==> src/rtl/and_or_op_arbiter_if.sv <==
// Handshake bundle between two operand requesters, the shared AND/OR unit and
// its response consumer. The arbiter uses the slave view.
interface and_or_op_arbiter_if #(
  parameter int W = 7
);
  logic         req0_valid;
  logic         req0_ready;
  logic         req0_op;
  logic [W-1:0] req0_a;
  logic [W-1:0] req0_b;

  logic         req1_valid;
  logic         req1_ready;
  logic         req1_op;
  logic [W-1:0] req1_a;
  logic [W-1:0] req1_b;

  logic         rsp_valid;
  logic         rsp_ready;
  logic [W:0]   rsp_data;
  logic         rsp_id;
  logic         busy;

  modport slave (
    input  req0_valid, req0_op, req0_a, req0_b,
    input  req1_valid, req1_op, req1_a, req1_b,
    input  rsp_ready,
    output req0_ready, req1_ready,
    output rsp_valid, rsp_data, rsp_id, busy
  );

  modport master (
    output req0_valid, req0_op, req0_a, req0_b,
    output req1_valid, req1_op, req1_a, req1_b,
    output rsp_ready,
    input  req0_ready, req1_ready,
    input  rsp_valid, rsp_data, rsp_id, busy
  );
endinterface

==> src/rtl/and_or_op_arbiter.sv <==
// Round-robin arbiter sharing one W-bit bitwise AND/OR unit between two
// requesters; one op in flight, result returned as {op, result} with its id.
module and_or_op_arbiter #(
  parameter int W           = 7,
  parameter int EXEC_CYCLES = 1
) (
  input  logic                 clk,
  input  logic                 rst_n,
  and_or_op_arbiter_if.slave   bus
);

  localparam int              CNT_W    = (EXEC_CYCLES > 1) ? $clog2(EXEC_CYCLES) : 1;
  localparam logic [CNT_W-1:0] CNT_LOAD = CNT_W'(EXEC_CYCLES - 1);

  typedef enum logic [1:0] {
    S_IDLE = 2'd0,
    S_EXEC = 2'd1,
    S_RESP = 2'd2
  } state_t;

  state_t            r_state;
  state_t            w_next_state;

  logic [W-1:0]      r_a;
  logic [W-1:0]      r_b;
  logic              r_op;
  logic              r_id;
  logic [CNT_W-1:0]  r_cnt;
  logic              r_last_grant;

  logic              r_rsp_valid;
  logic [W:0]        r_rsp_data;
  logic              r_rsp_id;

  logic              w_both;
  logic              w_any;
  logic              w_grant;
  logic              w_accept;
  logic              w_ready0;
  logic              w_ready1;
  logic              w_busy;
  logic              w_cnt_zero;
  logic [W-1:0]      w_result;

  // Grant goes to the lone valid requester, or away from the last winner on a tie.
  assign w_both     = bus.req0_valid & bus.req1_valid;
  assign w_any      = bus.req0_valid | bus.req1_valid;
  assign w_grant    = w_both ? ~r_last_grant : bus.req1_valid;
  assign w_cnt_zero = (r_cnt == '0);
  assign w_result   = r_op ? (r_a & r_b) : (r_a | r_b);

  // NOTE: every always_comb output gets a default first so no path leaves it
  // unassigned, which would otherwise infer a latch.
  always_comb begin
    w_next_state = r_state;
    w_ready0     = 1'b0;
    w_ready1     = 1'b0;
    w_accept     = 1'b0;
    w_busy       = 1'b0;
    case (r_state)
      S_IDLE: begin
        w_ready0 = bus.req0_valid & ~w_grant;
        w_ready1 = bus.req1_valid &  w_grant;
        w_accept = w_any;
        if (w_any) begin
          w_next_state = S_EXEC;
        end
      end
      S_EXEC: begin
        w_busy = 1'b1;
        if (w_cnt_zero) begin
          w_next_state = S_RESP;
        end
      end
      S_RESP: begin
        w_busy = 1'b1;
        if (bus.rsp_ready) begin
          w_next_state = S_IDLE;
        end
      end
      default: begin
        w_next_state = S_IDLE;
      end
    endcase
  end

  // Reset is synchronous, so readys and busy are masked while rst_n is low.
  assign bus.req0_ready = rst_n & w_ready0;
  assign bus.req1_ready = rst_n & w_ready1;
  assign bus.busy       = rst_n & w_busy;
  assign bus.rsp_valid  = r_rsp_valid;
  assign bus.rsp_data   = r_rsp_data;
  assign bus.rsp_id     = r_rsp_id;

  // NOTE: sequential state uses non-blocking assignments so every register
  // samples pre-edge values regardless of statement order.
  always_ff @(posedge clk) begin
    if (!rst_n) begin
      r_state <= S_IDLE;
    end else begin
      r_state <= w_next_state;
    end
  end

  always_ff @(posedge clk) begin
    if (!rst_n) begin
      r_a          <= '0;
      r_b          <= '0;
      r_op         <= 1'b0;
      r_id         <= 1'b0;
      r_cnt        <= '0;
      r_last_grant <= 1'b1;
      r_rsp_valid  <= 1'b0;
      r_rsp_data   <= '0;
      r_rsp_id     <= 1'b0;
    end else begin
      if (w_accept) begin
        r_a   <= w_grant ? bus.req1_a  : bus.req0_a;
        r_b   <= w_grant ? bus.req1_b  : bus.req0_b;
        r_op  <= w_grant ? bus.req1_op : bus.req0_op;
        r_id  <= w_grant;
        r_cnt <= CNT_LOAD;
      end

      if (r_state == S_EXEC) begin
        if (!w_cnt_zero) begin
          r_cnt <= r_cnt - 1'b1;
        end else begin
          r_rsp_data  <= {r_op, w_result};
          r_rsp_id    <= r_id;
          r_rsp_valid <= 1'b1;
        end
      end

      // The round-robin pointer only moves once the consumer has the result.
      if ((r_state == S_RESP) && bus.rsp_ready) begin
        r_rsp_valid  <= 1'b0;
        r_last_grant <= r_rsp_id;
      end
    end
  end

endmodule

==> src/flat_wrapper.sv <==
// flat-port wrapper written by rule: the top's interface ports become plain ports
module and_or_op_arbiter_flat 
#(
  parameter int W           = 7,
  parameter int EXEC_CYCLES = 1
)
  (clk, rst_n, bus_req0_valid, bus_req0_op, bus_req0_a, bus_req0_b, bus_req1_valid, bus_req1_op, bus_req1_a, bus_req1_b, bus_rsp_ready, bus_req0_ready, bus_req1_ready, bus_rsp_valid, bus_rsp_data, bus_rsp_id, bus_busy);
  and_or_op_arbiter_if #(.W(W)) bus_i ();
  input  logic clk;
  input  logic rst_n;
  input wire logic [$bits(bus_i.req0_valid)-1:0] bus_req0_valid;
  input wire logic [$bits(bus_i.req0_op)-1:0] bus_req0_op;
  input wire logic [$bits(bus_i.req0_a)-1:0] bus_req0_a;
  input wire logic [$bits(bus_i.req0_b)-1:0] bus_req0_b;
  input wire logic [$bits(bus_i.req1_valid)-1:0] bus_req1_valid;
  input wire logic [$bits(bus_i.req1_op)-1:0] bus_req1_op;
  input wire logic [$bits(bus_i.req1_a)-1:0] bus_req1_a;
  input wire logic [$bits(bus_i.req1_b)-1:0] bus_req1_b;
  input wire logic [$bits(bus_i.rsp_ready)-1:0] bus_rsp_ready;
  output wire logic [$bits(bus_i.req0_ready)-1:0] bus_req0_ready;
  output wire logic [$bits(bus_i.req1_ready)-1:0] bus_req1_ready;
  output wire logic [$bits(bus_i.rsp_valid)-1:0] bus_rsp_valid;
  output wire logic [$bits(bus_i.rsp_data)-1:0] bus_rsp_data;
  output wire logic [$bits(bus_i.rsp_id)-1:0] bus_rsp_id;
  output wire logic [$bits(bus_i.busy)-1:0] bus_busy;
  assign bus_i.req0_valid = bus_req0_valid;
  assign bus_i.req0_op = bus_req0_op;
  assign bus_i.req0_a = bus_req0_a;
  assign bus_i.req0_b = bus_req0_b;
  assign bus_i.req1_valid = bus_req1_valid;
  assign bus_i.req1_op = bus_req1_op;
  assign bus_i.req1_a = bus_req1_a;
  assign bus_i.req1_b = bus_req1_b;
  assign bus_i.rsp_ready = bus_rsp_ready;
  assign bus_req0_ready = bus_i.req0_ready;
  assign bus_req1_ready = bus_i.req1_ready;
  assign bus_rsp_valid = bus_i.rsp_valid;
  assign bus_rsp_data = bus_i.rsp_data;
  assign bus_rsp_id = bus_i.rsp_id;
  assign bus_busy = bus_i.busy;
  and_or_op_arbiter #(.W(W), .EXEC_CYCLES(EXEC_CYCLES)) u_core (.clk(clk), .rst_n(rst_n), .bus(bus_i));
endmodule
==> config.mk <==
export PLATFORM = sky130hd
export DESIGN_NAME = and_or_op_arbiter_flat
export DESIGN_NICKNAME = d
export VERILOG_FILES = /design/src/rtl/and_or_op_arbiter_if.sv /design/src/rtl/and_or_op_arbiter.sv /design/src/flat_wrapper.sv
export SDC_FILE = /design/constraint.sdc
export NUM_CORES = 1
export LEC_CHECK = 0
export CAP_MARGIN = 15
export CORE_MARGIN = 2
export CORE_UTILIZATION = 38
export CTS_BUF_LIST = sky130_fd_sc_hd__clkbuf_8
export CTS_CLUSTER_SIZE = 20
export DETAILED_ROUTE_END_ITERATION = 16
export HOLD_SLACK_MARGIN = 0.15
export PLACE_DENSITY = 0.69
export SLEW_MARGIN = 20
export SYNTH_ARGS = -nofsm -noshare
export SYNTH_HDL_FRONTEND = slang
export SYNTH_SLANG_ARGS = --single-unit
==> constraint.sdc <==
create_clock -name clk -period 1.9 [get_ports clk]
set_input_delay 0.38 -clock clk [delete_from_list [all_inputs] [get_ports clk]]
set_output_delay 0.38 -clock clk [all_outputs]
set_load 0.01 [all_outputs]
==> run_1/metal_stack.png <==
The bar under the picture is 20 um long. Only two layers are drawn.
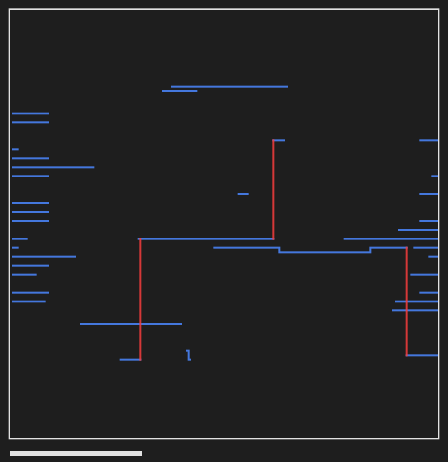
- met4: red (wire length 49.6 um)
- met3: blue (wire length 234 um)
WL/cell: 13.4 um
aggregate global-route resource usage: 0.188
vias after detailed routing: 1376
final wirelength: 3580 um

==> run_1/gate_families.png <==
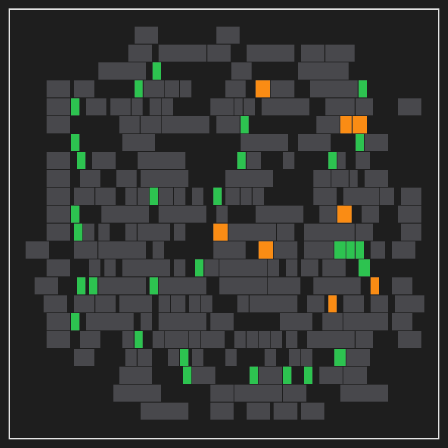
- NAND gates: green (cells 30; where spread over the die)
- NOR gates: orange (cells 8; where right middle)
combinational share of cell area: 0.360
Final Non-Filler Cells: 268
most frequent logic cell in the layout: sky130_fd_sc_hd__clkdlybuf4s50_1

==> run_1/final_congestion.png <==
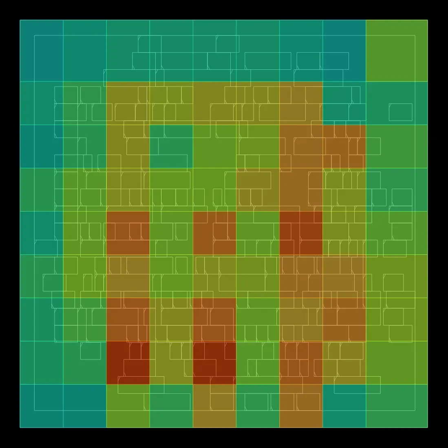
most used routing layer: met2
GR met3 Demand/Resource: 0.0469

==> run_1/registers.png <==
The bar under the picture is 20 um long.
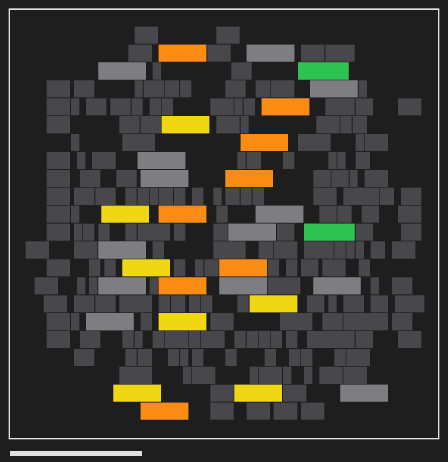
- u_core.bus.rsp_data: orange (flops 8)
- u_core.r_b: yellow (flops 7)
- u_core.r_state: green (flops 2)
- not coloured: 13
final cell utilization of the core: 0.573
Seq area share: 0.290
footprint of the flip-flops and latches: 603 um^2
power dissipated in sequential cells: 770 uW

==> Flow_metrics.wiki, run 1 <==
== Run summary ==
{| class="wikitable"
! Metric !! Value
|-
| Launch instance of the worst min-delay path || u_core.r_cnt
|-
| Run status || finished, final reports clean
|-
| Initial DRT Pass Iterations || 4
|-
| FF-to-FF Start || u_core.r_state[1]
|-
| Taps Inserted || 48
|-
| Number of buffers created by CTS || 5
|-
| Total negative setup slack || 0 ps
|-
| Pre-CTS setup slack || -362 ps
|-
| Yosys warning count || 0
|-
| Inverter count of the layout excluding clock inverters || 3
|-
| Crit. path cell count || 4
|-
| Clk sink count || 30
|-
| Initial drt markers || 71
|-
| Part of the total power dissipated in combinational logic || 0.274
|-
| Number of hold violations in the final report || 0
|-
| Cell type with the largest total area || sky130_fd_sc_hd__dfxtp_1
|-
| Total met2 wirelength after detailed routing || 1820 um
|-
| Clock skew || 4.22 ps
|-
| Clock tree cell share of total cell area || 0.0529
|-
| Registers, synthesis || 30
|-
| Total half-perimeter wirelength after legalization and detailed placement || 2530 um
|-
| Critical Path Slowest Stage Cell || sky130_fd_sc_hd__dfxtp_2
|-
| Hold/Removal Path Class || reg -> reg
|-
| Clock buffers || 8
|-
| Flip-flop count of the largest register, all copies and words added || 8
|-
| Filler instances || 374
|-
| IO Pins || 48
|-
| Data arrival time of the critical path || 1390 ps
|-
| Largest family of logic cells by area || AND-OR/OR-AND gates
|-
| Post-layout period usage of the worst path || 0.931
|-
| Switching component of the power || 534 uW
|-
| Post-synthesis cell area || 1420 um^2
|-
| Global routing met1 resource utilization || 0.209
|-
| Slew Viols, Final || 0
|-
| Metal1 wirelength || 1480 um
|-
| Number of instances resized during post-cts repair || 6
|-
| Flops || 30
|-
| Share of layout cells above drive strength 1 || 0.182
|-
| Hold path endpoint || u_core.r_cnt
|-
| Number of buffers inserted to repair setup after CTS || 0
|-
| YS chip area || 1420 um^2
|-
| Max Root-Sink Buffers || 2
|}
run 1: cells in the mapped netlist:
cell,instances
sky130_fd_sc_hd__o21a_2,1
sky130_fd_sc_hd__ha_1,4
sky130_fd_sc_hd__a211oi_1,1
sky130_fd_sc_hd__o311a_1,1
sky130_fd_sc_hd__a21oi_2,16
sky130_fd_sc_hd__a22oi_1,1
sky130_fd_sc_hd__o31ai_1,1
sky130_fd_sc_hd__nand3_1,3
sky130_fd_sc_hd__dfxtp_1,30
sky130_fd_sc_hd__o21ai_1,1
sky130_fd_sc_hd__a21oi_1,14
sky130_fd_sc_hd__inv_1,3
sky130_fd_sc_hd__and3_1,1
sky130_fd_sc_hd__nor2b_1,5
sky130_fd_sc_hd__nor3_1,1
sky130_fd_sc_hd__o211a_1,1
sky130_fd_sc_hd__clkbuf_1,4
sky130_fd_sc_hd__nor2_1,2
sky130_fd_sc_hd__mux2i_1,3
sky130_fd_sc_hd__buf_2,3
sky130_fd_sc_hd__a31oi_1,7
sky130_fd_sc_hd__a21boi_4,1
sky130_fd_sc_hd__and2_1,2
sky130_fd_sc_hd__buf_6,1
sky130_fd_sc_hd__o21ai_0,28
sky130_fd_sc_hd__nand2_1,27
sky130_fd_sc_hd__o21ai_2,1
sky130_fd_sc_hd__buf_4,2
sky130_fd_sc_hd__a21bo_2,1
run 1: cell families (layout without fill, tap and decap cells):
group / Yosys count / in the layout
AND-OR/OR-AND: 75 / 75
AND/OR/NAND/NOR: 41 / 41
flip-flops: 30 / 30
buffers and inverters: 13 / 67
adder cells (fa/ha/maj): 4 / 4
multiplexers: 3 / 3
## Run 2: what changed since run 1
- SKIP_CTS_REPAIR_TIMING: default -> 1
==> run 2 against run 1 <==
Against the previous run:
- sequential power about the same
- register-to-register slack about the same
- cell count unchanged
- first-iteration DRC count increased by 1.4%
- global-route usage about the same
- combinational power increased by 0.8%
- worst setup slack improved by 41 ps
- clock skew unchanged
- critical path type is now in -> out
==> Flow_metrics.wiki, run 2 <==
== Run summary ==
{| class="wikitable"
! Metric !! Value
|-
| Flip-flop count of the largest register, all copies and words added || 8
|-
| Total met2 wirelength after detailed routing || 1830 um
|-
| Slew Viols, Final || 0
|-
| Total half-perimeter wirelength after legalization and detailed placement || 2530 um
|-
| Standard cell area after detailed placement || 1970 um^2
|-
| Vias after detailed routing || 1379
|-
| Largest family of logic cells by area || AND-OR/OR-AND gates
|-
| Data arrival time of the critical path || 1350 ps
|-
| Number of enable flip-flop cells || 0
|-
| Initial DRT Pass Iterations || 4
|-
| Hold path endpoint || u_core.r_cnt
|-
| Number of warnings the tools reported || 29
|-
| Final Non-Filler Cells || 268
|-
| Run status || finished, final reports clean
|-
| FF-to-FF Start || u_core.r_state[1]
|-
| Metal1 wirelength || 1490 um
|-
| Initial drt markers || 72
|-
| Filler instances || 373
|-
| Final wirelength || 3590 um
|-
| Number of cells in Yosys stat || 166
|-
| Cell type with the largest total area || sky130_fd_sc_hd__dfxtp_1
|-
| Max Root-Sink Buffers || 2
|-
| Yosys warning count || 0
|-
| Leading cell type by number of instances after synthesis || sky130_fd_sc_hd__dfxtp_1
|-
| Net count of the mapped netlist || 205
|-
| Number of hold violations in the final report || 0
|-
| Post-synthesis cell area || 1420 um^2
|-
| Aggregate global-route resource usage || 0.188
|-
| IO Pins || 48
|-
| Post-layout period usage of the worst path || 0.909
|-
| Registers, synthesis || 30
|-
| Share of layout cells above drive strength 1 || 0.182
|-
| Total negative setup slack || 0 ps
|-
| Crit-path max FO || 4
|-
| YS chip area || 1420 um^2
|-
| Clk sink count || 30
|-
| Synth async-reset ratio || 0
|-
| Number of buffers created by CTS || 5
|-
| Most frequently used flop master after synthesis || sky130_fd_sc_hd__dfxtp_1
|-
| Launch instance of the worst min-delay path || u_core.r_cnt
|-
| Commonest cells post-synth || 30 x sky130_fd_sc_hd__dfxtp_1, 28 x sky130_fd_sc_hd__o21ai_0, 27 x sky130_fd_sc_hd__nand2_1
|-
| Worst Path Class, Setup || in -> out
|-
| Fraction of the yosys area taken by sequential cells || 0.424
|-
| Most frequent logic cell in the layout || sky130_fd_sc_hd__clkdlybuf4s50_1
|-
| Hold/Removal Path Class || reg -> reg
|-
| WL/cell || 13.4 um
|-
| Antenna diode count || 0
|-
| Clock skew || 4.22 ps
|-
| Pre-CTS setup slack || -362 ps
|}
==> run 2: cell counts after synthesis <==
Identical to the previous run, type by type.
==> run 2: cell families (layout without fill, tap and decap cells) <==
logic type	count (synthesis)	in the layout
fa+ha+maj	4	4
buf+inv	13	67
flops	30	30
simple gates	41	41
compound gates	75	75
mux	3	3
==> run 2: worst max-delay path, stage by stage <==
cell and delay, ps:
sky130_fd_sc_hd__clkdlybuf4s50_1 460, sky130_fd_sc_hd__a21boi_4 190, sky130_fd_sc_hd__and3_1 170, sky130_fd_sc_hd__dlymetal6s2s_1 150
==> run 2: worst max path at each step <==
stage                   startpoint  cells past startpoint  slack (ps)             end
finish              bus_req0_valid                      4         170  bus_req1_ready
detailed placement  bus_req1_valid                      4        -360  bus_req1_ready
global placement    bus_req1_valid                      4        -320  bus_req1_ready
CTS                 bus_req1_valid                      4        -370  bus_req1_ready
floorplan           bus_req1_valid                      3         510  bus_req1_ready
global route        bus_req0_valid                      5         110  bus_req0_ready
==> run 2: report_power, final <==
part	switching [mW]	internal, mW	total [mW]
Combinational	0.254	0.262	0.517
Sequential	0.0526	0.717	0.770
Clock	0.227	0.365	0.592
Total	0.534	1.34	1.88
==> run 2: layout make-up <==
class                           count  area [um^2]  area share
Inverter                            3         11.3     0.00538
Clock buffer                        8          110      0.0526
Tap cell                           48         60.1      0.0287
Timing Repair Buffer               56          561       0.268
Multi-Input combinational cell    123          749       0.358
Sequential cell                    30          603       0.288
==> run 2: metal layers <==
layer  vias up  track usage
met3         6       0.0469
met5         -            0
met2        43        0.343
li1        691            -
met4         0       0.0703
met1       639        0.208
==> run_2/cell_classes.png <==
The bar under the picture is 20 um long.
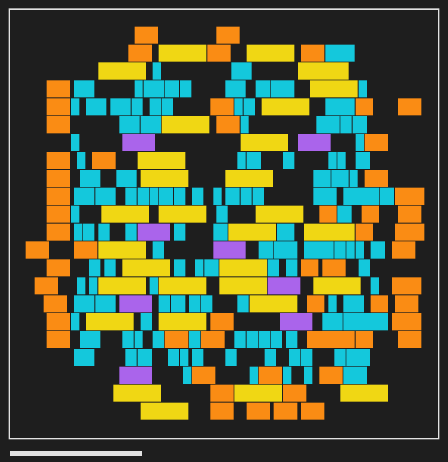
- flip-flops: yellow (cells 30; share of their area 30%)
- clock drivers and dummy loads: purple (cells 8; share of their area 5.4%)
- other buffers and delay cells: orange (cells 56; share of their area 28%)
- all other logic: cyan (cells 126; share of their area 37%)
Seq area share: 0.288
Final Cell Area: 2090 um^2

==> run_2/gate_families.png <==
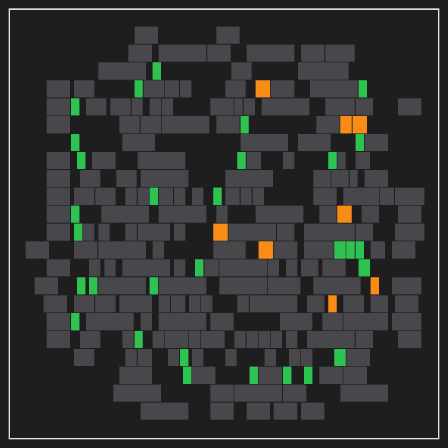
- NOR gates: orange (cells 8; where right middle)
- NAND gates: green (cells 30; where spread over the die)

==> run_2/registers.png <==
The bar under the picture is 20 um long.
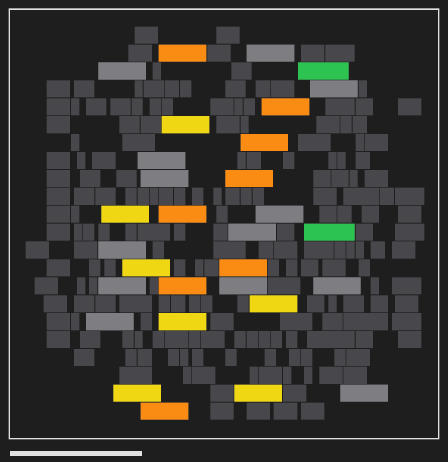
- u_core.bus.rsp_data: orange (flops 8)
- u_core.r_state: green (flops 2)
- u_core.r_b: yellow (flops 7)
final cell utilization of the core: 0.576

## Run 3: what changed since run 2
- HOLD_SLACK_MARGIN: 0.15 -> default
==> run_3/cell_classes.png <==
The bar under the picture is 20 um long.
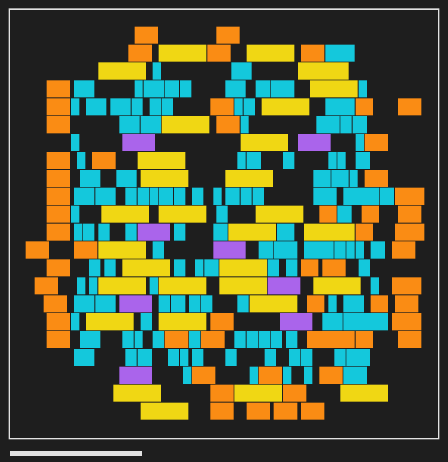
- flip-flops: yellow (cells 30; share of their area 30%)
- all other logic: cyan (cells 126; share of their area 37%)
- other buffers and delay cells: orange (cells 56; share of their area 28%)
- clock drivers and dummy loads: purple (cells 8; share of their area 5.4%)
Core Rows: 22
Core Footprint: 3630 um^2

==> run_3/registers.png <==
The bar under the picture is 20 um long.
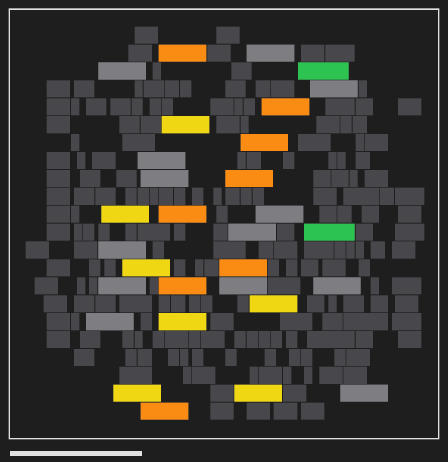
- u_core.bus.rsp_data: orange (flops 8)
- u_core.r_b: yellow (flops 7)
- u_core.r_state: green (flops 2)

==> run 3 against run 2 <==
Against the previous run:
- global-route usage is the same
- sequential share of layout area unchanged
- die size stayed put
- non-clock buffer count stayed put
- cell count stayed put
- combinational power hardly changed
- wire length unchanged
- critical endpoint unchanged
- largest cell class unchanged
- highest routed layer unchanged
==> Flow_metrics.wiki, run 3 <==
== Run summary ==
{| class="wikitable"
! Metric !! Value
|-
| Run status || finished, final reports clean
|-
| Final wirelength || 3590 um
|-
| Number of warnings the tools reported || 29
|-
| Leakage power figure || 0.865 nW
|-
| Net count of the mapped netlist || 205
|-
| Initial drt markers || 72
|-
| Yosys warning count || 0
|-
| Maximum number of pins on one net before global-route repair || 28
|-
| Flip-flop count of the largest register, all copies and words added || 8
|-
| Avg Synthesized Cell Area || 8.52 um^2
|-
| Number of input and output port buffers inserted || 47
|-
| WL/cell || 13.4 um
|-
| Post-synthesis cell area || 1420 um^2
|-
| Final cell utilization of the core || 0.576
|-
| Share of layout cells above drive strength 1 || 0.182
|-
| Launch instance of the worst min-delay path || u_core.r_cnt
|-
| Number of hold violations in the final report || 0
|-
| Initial DRT Pass Iterations || 4
|-
| Total met2 wirelength after detailed routing || 1830 um
|-
| Cell type with the largest total area || sky130_fd_sc_hd__dfxtp_1
|-
| Crit-path max FO || 4
|-
| Worst voltage drop across the vdd grid || 0.387 mV
|-
| Final Cell Area || 2090 um^2
|-
| Width of the chip || 65.0 um
|-
| Distinct cell type count after synthesis || 29
|-
| Slew Viols, Final || 0
|-
| Skew-Pair Late Insertion Delay || 280 ps
|-
| Leading cell type by number of instances after synthesis || sky130_fd_sc_hd__dfxtp_1
|-
| Total half-perimeter wirelength after legalization and detailed placement || 2530 um
|-
| Commonest cells post-synth || 30 x sky130_fd_sc_hd__dfxtp_1, 28 x sky130_fd_sc_hd__o21ai_0, 27 x sky130_fd_sc_hd__nand2_1
|-
| Standard cell area after detailed placement || 1970 um^2
|-
| Filler instances || 373
|-
| FF-to-FF Start || u_core.r_state[1]
|-
| Number of enable flip-flop cells || 0
|-
| Reg2reg setup slack || 520 ps
|-
| Registers, synthesis || 30
|-
| Clk sink count || 30
|-
| Pre-CTS setup slack || -362 ps
|-
| Synth async-reset ratio || 0
|-
| Metal1 wirelength || 1490 um
|-
| Footprint of the flip-flops and latches || 603 um^2
|-
| Number of cells in Yosys stat || 166
|-
| Total area of multi-input combinational cells || 749 um^2
|-
| IO Pins || 48
|-
| Data arrival time of the critical path || 1350 ps
|-
| Hold/Removal Path Class || reg -> reg
|-
| Post-layout period usage of the worst path || 0.909
|-
| Most frequently used flop master after synthesis || sky130_fd_sc_hd__dfxtp_1
|-
| Aggregate global-route resource usage || 0.188
|-
| Antenna diode count || 0
|-
| Clock skew || 4.22 ps
|-
| Most frequent logic cell in the layout || sky130_fd_sc_hd__clkdlybuf4s50_1
|-
| Vias after detailed routing || 1379
|-
| Sum of internal, switching and leakage power || 1.88 mW
|-
| CP Launch Point || bus_req0_valid
|-
| Fraction of the yosys area taken by sequential cells || 0.424
|-
| Number of buffers created by CTS || 5
|-
| Worst Path Class, Setup || in -> out
|-
| Max Root-Sink Buffers || 2
|-
| Hold path endpoint || u_core.r_cnt
|-
| Max Used Layer || met4
|-
| Weighted congestion at the end of routability-driven global placement || 0.735
|-
| YS chip area || 1420 um^2
|}
==> run_3/metal_stack.png <==
The bar under the picture is 20 um long. Only two layers are drawn.
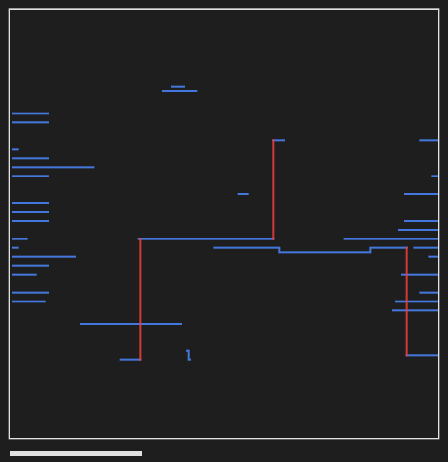
- met4: red (wire length 49.6 um)
- met3: blue (wire length 224 um)

run 3: worst max-delay path by stage:
stage,to,cells after the start
final,bus_req1_ready,4
after global routing,bus_req0_ready,5
after CTS,bus_req1_ready,4
after detailed placement,bus_req1_ready,4
after global placement,bus_req1_ready,4
after floorplan,bus_req1_ready,3
run 3: area by class of cell:
class | instances | share of cell area
multi-input cells | 123 | 0.358
well taps | 48 | 0.0287
repair buffers | 56 | 0.268
flip-flops and latches | 30 | 0.288
clock buffers | 8 | 0.0526
inverters | 3 | 0.00538
run 3: kinds of logic (layout without fill, tap and decap cells):
logic type                 after synthesis  count (layout)  share of synthesized area
buffers and inverters                   13              67                     0.0477
AOI/OAI and AO/OA                       75              75                      0.345
DFF                                     30              30                      0.424
adders and majority gates                4               4                     0.0354
muxes                                    3               3                     0.0212
and+or+nand+nor                         41              41                      0.126
run 3: critical path: stages:
cell                              delay [ps]
sky130_fd_sc_hd__clkdlybuf4s50_1         460
sky130_fd_sc_hd__a21boi_4                190
sky130_fd_sc_hd__and3_1                  170
sky130_fd_sc_hd__dlymetal6s2s_1          150
run 3: per-stage QoR:
step	std cells	setup TNS (ps)	hold WS, ps
6_report	268	0	462
5_1_grt	268	0	485
4_1_cts	268	-737	467
3_5_place_dp	260	-627	457
3_3_place_gp	260	-577	438
2_1_floorplan	166	0	423
run 3: power by group:
group          internal (mW)  switching (mW)
combinational          0.262           0.254
clock                  0.365           0.227
sequential             0.717          0.0526
total                   1.34           0.534
run 3: metal layers:
| layer | up-vias | global-route usage |
|---|---|---|
| li1 | 691 | - |
| met1 | 639 | 0.208 |
| met2 | 43 | 0.343 |
| met3 | 6 | 0.0469 |
| met4 | 0 | 0.0703 |
| met5 | - | 0 |
Power is estimated from default activity; no workload was simulated.
